### Signal wires on met4

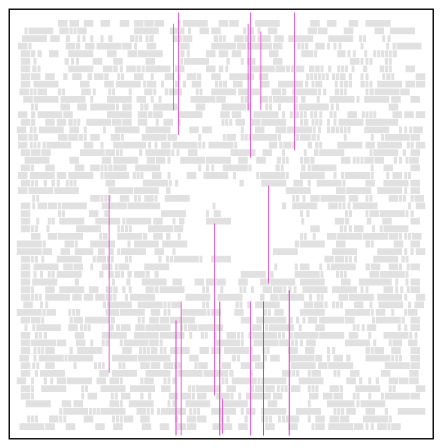
### Pin map

Pins as bars across the die edge, other pins in grey.
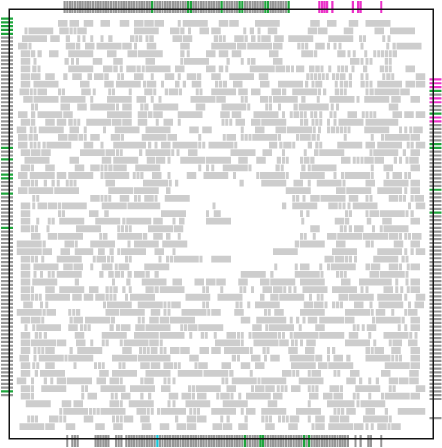
### Routing congestion

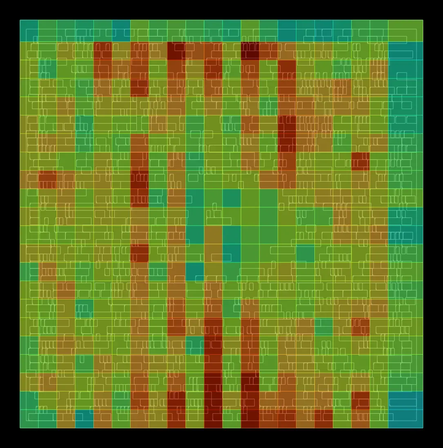
### Sequential cells grouped by signal name

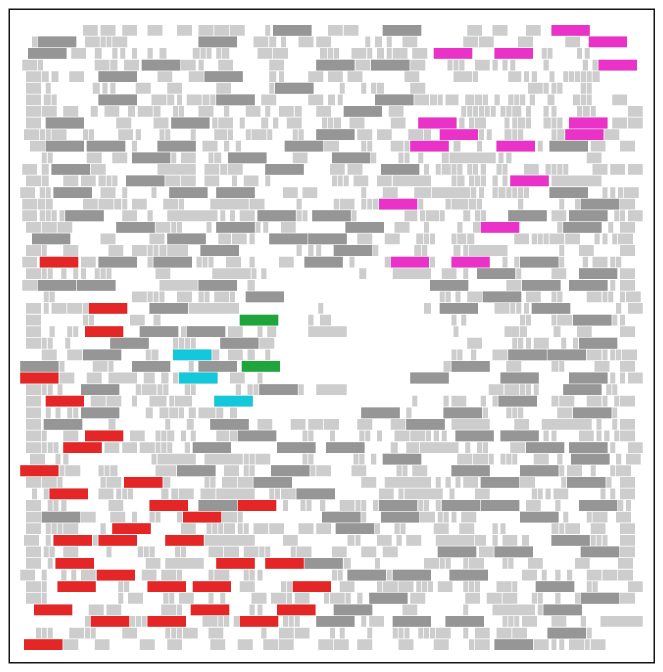
## src/rtl/trap_ctrl.sv

```systemverilog
// trap_ctrl: trap/interrupt sequencer between the MEM stage and the CSR file.
// Accepts one event per trap from the MEM stage (or a pending external
// interrupt). It then emits a one-cycle CSR pulse with a registered payload
// (COMMIT), followed by a one-cycle PC redirect (REDIRECT). The pipeline is
// flushed in both of those cycles.
//
// Ports
//   clk, rst            clock, asynchronous active-low reset
//   ext_irq             asynchronous level interrupt request
//   mie                 global machine interrupt enable (mstatus[3])
//   mtvec, mepc         trap vector / exception return address
//   valid_mem, stall    MEM-stage valid, pipeline stall
//   *_mem flags         MEM-stage event flags
//   pc_mem .. addr_mem  MEM-stage payload captured on acceptance
//   interrupt .. mret   one-cycle CSR event pulses
//   epc_cur .. mem_addr_cur  payload held until the next acceptance
//   mem_kill            combinational kill of the accepted MEM instruction
//   flush               flush IF..MEM during COMMIT and REDIRECT
//   redirect_valid/pc   PC redirect strobe and target
//   trap_count          saturating count of taken traps (mret excluded)
module trap_ctrl #(
   parameter int unsigned SYNC_STAGES = 2
) (
   input  logic        clk,
   input  logic        rst,
   input  logic        ext_irq,
   input  logic        mie,
   input  logic [31:0] mtvec,
   input  logic [31:0] mepc,
   input  logic        valid_mem,
   input  logic        stall,
   input  logic        ill_mem,
   input  logic        lfault_mem,
   input  logic        sfault_mem,
   input  logic        ecall_mem,
   input  logic        mret_mem,
   input  logic [31:0] pc_mem,
   input  logic [31:0] pc_next_mem,
   input  logic [31:0] inst_mem,
   input  logic [31:0] addr_mem,
   output logic        interrupt,
   output logic        illegal_inst,
   output logic        l_access_fault,
   output logic        s_access_fault,
   output logic        ecall_m,
   output logic        mret,
   output logic [31:0] epc_cur,
   output logic [31:0] epc_next,
   output logic [31:0] inst_cur,
   output logic [31:0] mem_addr_cur,
   output logic        mem_kill,
   output logic        flush,
   output logic        redirect_valid,
   output logic [31:0] redirect_pc,
   output logic [15:0] trap_count
);

   typedef enum logic [1:0] {IDLE, COMMIT, REDIRECT} state_t;
   typedef enum logic [2:0] {EV_IRQ, EV_ILL, EV_LFAULT, EV_SFAULT, EV_ECALL, EV_MRET} event_t;

   state_t                 state;
   event_t                 kind;
   event_t                 sel;
   logic [SYNC_STAGES-1:0] sync_q;
   logic                   irq_s;
   logic                   irq_d;
   logic                   irq_rise;
   logic                   irq_pending;
   logic                   irq_take;
   logic                   any_event;
   logic                   accept;

   assign irq_s     = sync_q[SYNC_STAGES-1];
   assign irq_rise  = irq_s & ~irq_d;
   assign irq_take  = irq_pending & mie;
   assign any_event = irq_take | ill_mem | lfault_mem | sfault_mem | ecall_mem | mret_mem;
   // rst is folded in so the combinational kill is also 0 while in reset.
   assign accept    = rst & (state == IDLE) & valid_mem & ~stall & any_event;
   // An accepted interrupt lets the MEM instruction retire; everything else kills it.
   assign mem_kill  = accept & (sel != EV_IRQ);

   always_comb begin
      sel = EV_MRET;
      if (irq_take)        sel = EV_IRQ;
      else if (ill_mem)    sel = EV_ILL;
      else if (lfault_mem) sel = EV_LFAULT;
      else if (sfault_mem) sel = EV_SFAULT;
      else if (ecall_mem)  sel = EV_ECALL;
   end

   // Synchroniser, edge detector and pending flag. A new edge beats the clear.
   always_ff @(posedge clk or negedge rst) begin
      if (!rst) begin
         sync_q      <= '0;
         irq_d       <= 1'b0;
         irq_pending <= 1'b0;
      end else begin
         sync_q      <= {sync_q[SYNC_STAGES-2:0], ext_irq};
         irq_d       <= irq_s;
         irq_pending <= irq_rise | (irq_pending & ~(accept & (sel == EV_IRQ)));
      end
   end

   always_ff @(posedge clk or negedge rst) begin
      if (!rst) begin
         state          <= IDLE;
         kind           <= EV_IRQ;
         interrupt      <= 1'b0;
         illegal_inst   <= 1'b0;
         l_access_fault <= 1'b0;
         s_access_fault <= 1'b0;
         ecall_m        <= 1'b0;
         mret           <= 1'b0;
         epc_cur        <= '0;
         epc_next       <= '0;
         inst_cur       <= '0;
         mem_addr_cur   <= '0;
         flush          <= 1'b0;
         redirect_valid <= 1'b0;
         redirect_pc    <= '0;
         trap_count     <= '0;
      end else begin
         interrupt      <= 1'b0;
         illegal_inst   <= 1'b0;
         l_access_fault <= 1'b0;
         s_access_fault <= 1'b0;
         ecall_m        <= 1'b0;
         mret           <= 1'b0;
         flush          <= 1'b0;
         redirect_valid <= 1'b0;
         redirect_pc    <= '0;
         case (state)
            IDLE: begin
               if (accept) begin
                  epc_cur        <= pc_mem;
                  epc_next       <= pc_next_mem;
                  inst_cur       <= inst_mem;
                  mem_addr_cur   <= addr_mem;
                  kind           <= sel;
                  interrupt      <= (sel == EV_IRQ);
                  illegal_inst   <= (sel == EV_ILL);
                  l_access_fault <= (sel == EV_LFAULT);
                  s_access_fault <= (sel == EV_SFAULT);
                  ecall_m        <= (sel == EV_ECALL);
                  mret           <= (sel == EV_MRET);
                  flush          <= 1'b1;
                  state          <= COMMIT;
               end
            end
            COMMIT: begin
               flush          <= 1'b1;
               redirect_valid <= 1'b1;
               redirect_pc    <= (kind == EV_MRET) ? mepc : mtvec;
               if (kind != EV_MRET && trap_count != 16'hFFFF)
                  trap_count <= trap_count + 16'd1;
               state          <= REDIRECT;
            end
            REDIRECT: begin
               state <= IDLE;
            end
            default: begin
               state <= IDLE;
            end
         endcase
      end
   end

endmodule

```

## config.mk

```make
export PLATFORM = sky130hd
export DESIGN_NAME = trap_ctrl
export DESIGN_NICKNAME = d
export VERILOG_FILES = /design/src/rtl/trap_ctrl.sv
export SDC_FILE = /design/constraint.sdc
export NUM_CORES = 1
export LEC_CHECK = 0
export ABC_AREA = 1
export CAP_MARGIN = 20
export CORE_AREA = 2 2 149 151
export DETAILED_ROUTE_END_ITERATION = 6
export DIE_AREA = 0 0 151 153
export GPL_TIMING_DRIVEN = 0
export HOLD_SLACK_MARGIN = 0.06
export PLACE_DENSITY_LB_ADDON = 0.05
export SLEW_MARGIN = 10
export SYNTH_ARGS = -nofsm -noshare
export SYNTH_HDL_FRONTEND = slang
export SYNTH_SLANG_ARGS = --single-unit
export TNS_END_PERCENT = 50
```

## constraint.sdc

```tcl
create_clock -name clk -period 3.05 [get_ports clk]
set_input_delay 0.7625 -clock clk [delete_from_list [all_inputs] [get_ports clk]]
set_output_delay 0.7625 -clock clk [all_outputs]
set_load 0.02 [all_outputs]
```

==> flow_metrics.tcl <==
# collected from the flow reports
set metrics [dict create \
    status "finished clean" \
    rr_startpoint "trap_count[0]$_DFFE_PN0P_" \
    cts_max_level 4 \
    internal_power_mw 5.27 \
    layout-drive-gt1-share_pct 5.68 \
    crit_buf_inv 3 \
    switching_power_mw 2.28 \
    final_cell_count_no_fill 1601 \
    crit_type "in2out" \
    top_area_share_pct 63.1 \
    endpoint "mem_kill" \
    postSynthSeqShare_pct 63.1 \
    critPathLaunchType "primary input" \
    warning_count 26 \
    critPathMaxFanout 19 \
    cts_tree "done" \
    synth_area_mm2 0.00765 \
    yosys_cells 894 \
    clk_path_buf_depth 2 \
    core_mm2 0.0215 \
    slowest_delay_ps 450 \
    die_w_um 151 \
    switching_share_pct 30.2 \
    synth_cell_types 23 \
    routed-via-count 7121 \
    place_inst 1562 \
    ff2ff_path_depth 9 \
    finalSetupViolCount 0 \
    hold_viol 0 \
    r2r_end "trap_count[8]$_DFFE_PN0P_" \
    top_logic_kind "simple AND/OR/NAND/NOR gates" \
    finalWirelength_um 25500 \
    grt_start_max_net_pins 53 \
    grt_setup_unrepaired "no" \
    worstSetupEndpointType "primary output" \
    die_y_um 153 \
    nets 1511 \
    use_met2_pct 37.5 \
    clk_latency_ps 430 \
    drt_pass1_iterations 7 \
    numCtsBuffers 17 \
    ys_sh_simple_pct 29.2 \
    drc_errors 0 \
    port-buffer-count 387 \
    worstPathCellList "clkdlybuf4s50_1, nand2_1, nor3b_4, nand2_4, buf_12, nor2_1, buf_2" \
    yosysWarningCount 0 \
    clk_pin_slew_worst_paths_ps 70 \
    routabilityCongestion 0.842 \
    syn_to_final_growth_pct 66.2 \
    mux_share_pct 0 \
    p_per_area_mw_per_mm2 594 \
    cp-startpoint "valid_mem" \
    numSynthFlops 193 \
    ant_nets 0 \
    maxSlewViolCount 0 \
    first_iter_violations 301 \
    grt_use_met1_pct 25.9 \
    ys_sh_aoi_pct 3.35 \
    grt_pass1_wl_um 39000 \
    grt_antenna_before_repair 3 \
    reg2reg_slack_ps 1070 \
    die_area_mm2 0.0231 \
    yosys_area_mm2 0.00765 \
    slew_headroom_pct 64.3 \
    pin_count 388 \
    vdd_drop_max_mv 0.371 \
    cp.depth 7 \
    fp_util_pct 35.6 \
    synth_cells 894 \
    leakagePower_nw 6.09 \
    post-route-period-util_pct 95.3 \
    fa_ha_area_share_pct 0.164 \
    final.setup.tns_ps 0 \
    slowest_stage "clkdlybuf4s50_1" \
    clock_skew_ps 18.2 \
    top_area_cell "dfrtp_1" \
    min_period_ps 2910 \
    clock-sinks 193 \
    area_leaders "dfrtp_1, nand2_1, nor2_1" \
    p_seq_share_pct 41.8 \
    cts-hold-fix-buffers 0 \
    clock_power_share_pct 30.0 \
    num_rows 54 \
    cts_root_buf "clkbuf_16" \
    power.total_mw 7.56 \
    grtUsageMet3_pct 7.79 \
    drv_cap 0 \
]
-- 'Signal wires on met4' (at the start) --
share of all routed wire: 2.7%
nets with wire on the layer: 15
wire length on this layer: 688 µm

-- 'Pin map' (at the start) --
[magenta] `trap_count` | pins: 16 | direction: output | edge: 9 top, 7 right
[cyan] `s_access_fault` | pins: 1 | direction: output | edge: bottom
[green] `addr_mem` | pins: 32 | direction: input | edge: 12 left, 9 top, 6 right, 5 bottom

-- 'Routing congestion' (at the start) --
gr usage total: 22.2%
routed len/inst: 15.9 µm
global routing's busiest layer: met2

-- 'Sequential cells grouped by signal name' (at the start) --
[magenta] `trap_count` | placed flops: 16 | where: top right
[red] `epc_cur` | placed flops: 32 | where: bottom left
[green] `state` | placed flops: 2
[cyan] `kind` | placed flops: 3
not coloured: 140

-- metrics by stage --
| step | utilization [%] | hold slack (ps) | worst slack, ps | instance area (µm²) |
|---|---|---|---|---|
| floorplan | - | 331 | 511 | 7650 |
| detailed placement | 55.4 | 337 | -1420 | 11900 |
| CTS | 59.1 | 162 | 6.52 | 12700 |
| global placement | 55.3 | 335 | -8030 | 11900 |
| global route | 59.2 | 161 | 79.6 | 12700 |
| finish | 59.2 | 172 | 142 | 12700 |
-- cell families after synthesis --
logic type	count (synthesis)
compound gates	50
fa+ha+maj	1
xor+xnor	3
buf+inv	65
flops	193
simple gates	582
-- sequential cells by signal (all words and copies together) (netlist names) --
register,cells
l_access_fault,1
interrupt,1
redirect_valid,1
kind,3
ecall_m,1
sync_q,2
flush,1
redirect_pc,32
epc_next,32
s_access_fault,1
mem_addr_cur,32
trap_count,16
illegal_inst,1
irq_d,1
inst_cur,32
epc_cur,32
irq_pending,1
mret,1
state,2
-- cell usage after synthesis, drive strengths merged --
master	number
clkbuf	7
nand3	10
ha	1
buf	32
nor3b	1
xnor2	1
inv	26
dfrtp	193
nand2	472
xor2	2
nor3	1
o21ai	48
nor2	93
a21oi	1
nand4	5
o21bai	1
-- repair_timing --
action | in CTS | in global routing
endpoints found under the setup margin | 1 | 1
pin swaps | 1 | 2
resized | 11 | 4
setup buffers | 0 | 2
cloned | 5 | 0
-- power by group through the flow --
stage | Sequential, mW | Clock [mW] | Combinational, mW
after floorplan | 3.65 | 0 | 0.411
after global placement | 3.19 | 0 | 2.10
after detailed placement | 3.20 | 0 | 2.12
after CTS | 3.16 | 2.32 | 2.16
after global routing | 3.20 | 2.44 | 2.30
final | 3.16 | 2.26 | 2.14
-- layer usage --
layer | vias up | routed length, µm
li1 | 3561 | -
met1 | 3278 | 10100
met5 | - | 0
met2 | 248 | 12400
met3 | 34 | 2280
met4 | 0 | 687
-- layout make-up --
class                   instances  area (µm²)
inverters                      26        97.6
flip-flops and latches        193        4830
diodes                          1        2.50
plain buffers                  38         201
fillers                      1952        8770
clock buffers                  21         460
multi-input cells             636        2550
repair buffers                395        4090
well taps                     280         350
clock inverters                11         130
-- placed cells by master, fill, tap and decap left out, types with 5 or more instances in the layout --
cell type,Yosys,routed
nand4_1,5,5
clkbuf_1,7,9
buf_1,5,5
clkdlybuf4s50_1,0,385
clkbuf_16,0,17
nand3_1,10,10
bufbuf_16,0,5
o21ai_0,48,48
buf_2,23,23
nor2_1,91,90
inv_1,24,24
dfrtp_1,193,193
nand2_1,471,470
-- how the worst min path moves through the flow --
stage                     cells past startpoint  slack (ps)                       end
after global placement                        0         340       sync_q[1]$_DFF_PN0_
after CTS                                     1         160  redirect_pc[1]$_DFF_PN0_
after global routing                          1         160  redirect_pc[4]$_DFF_PN0_
final                                         1         170  redirect_pc[4]$_DFF_PN0_
after floorplan                               0         330       sync_q[1]$_DFF_PN0_
after detailed placement                      0         340       sync_q[1]$_DFF_PN0_
Power is estimated from default activity; no workload was simulated.
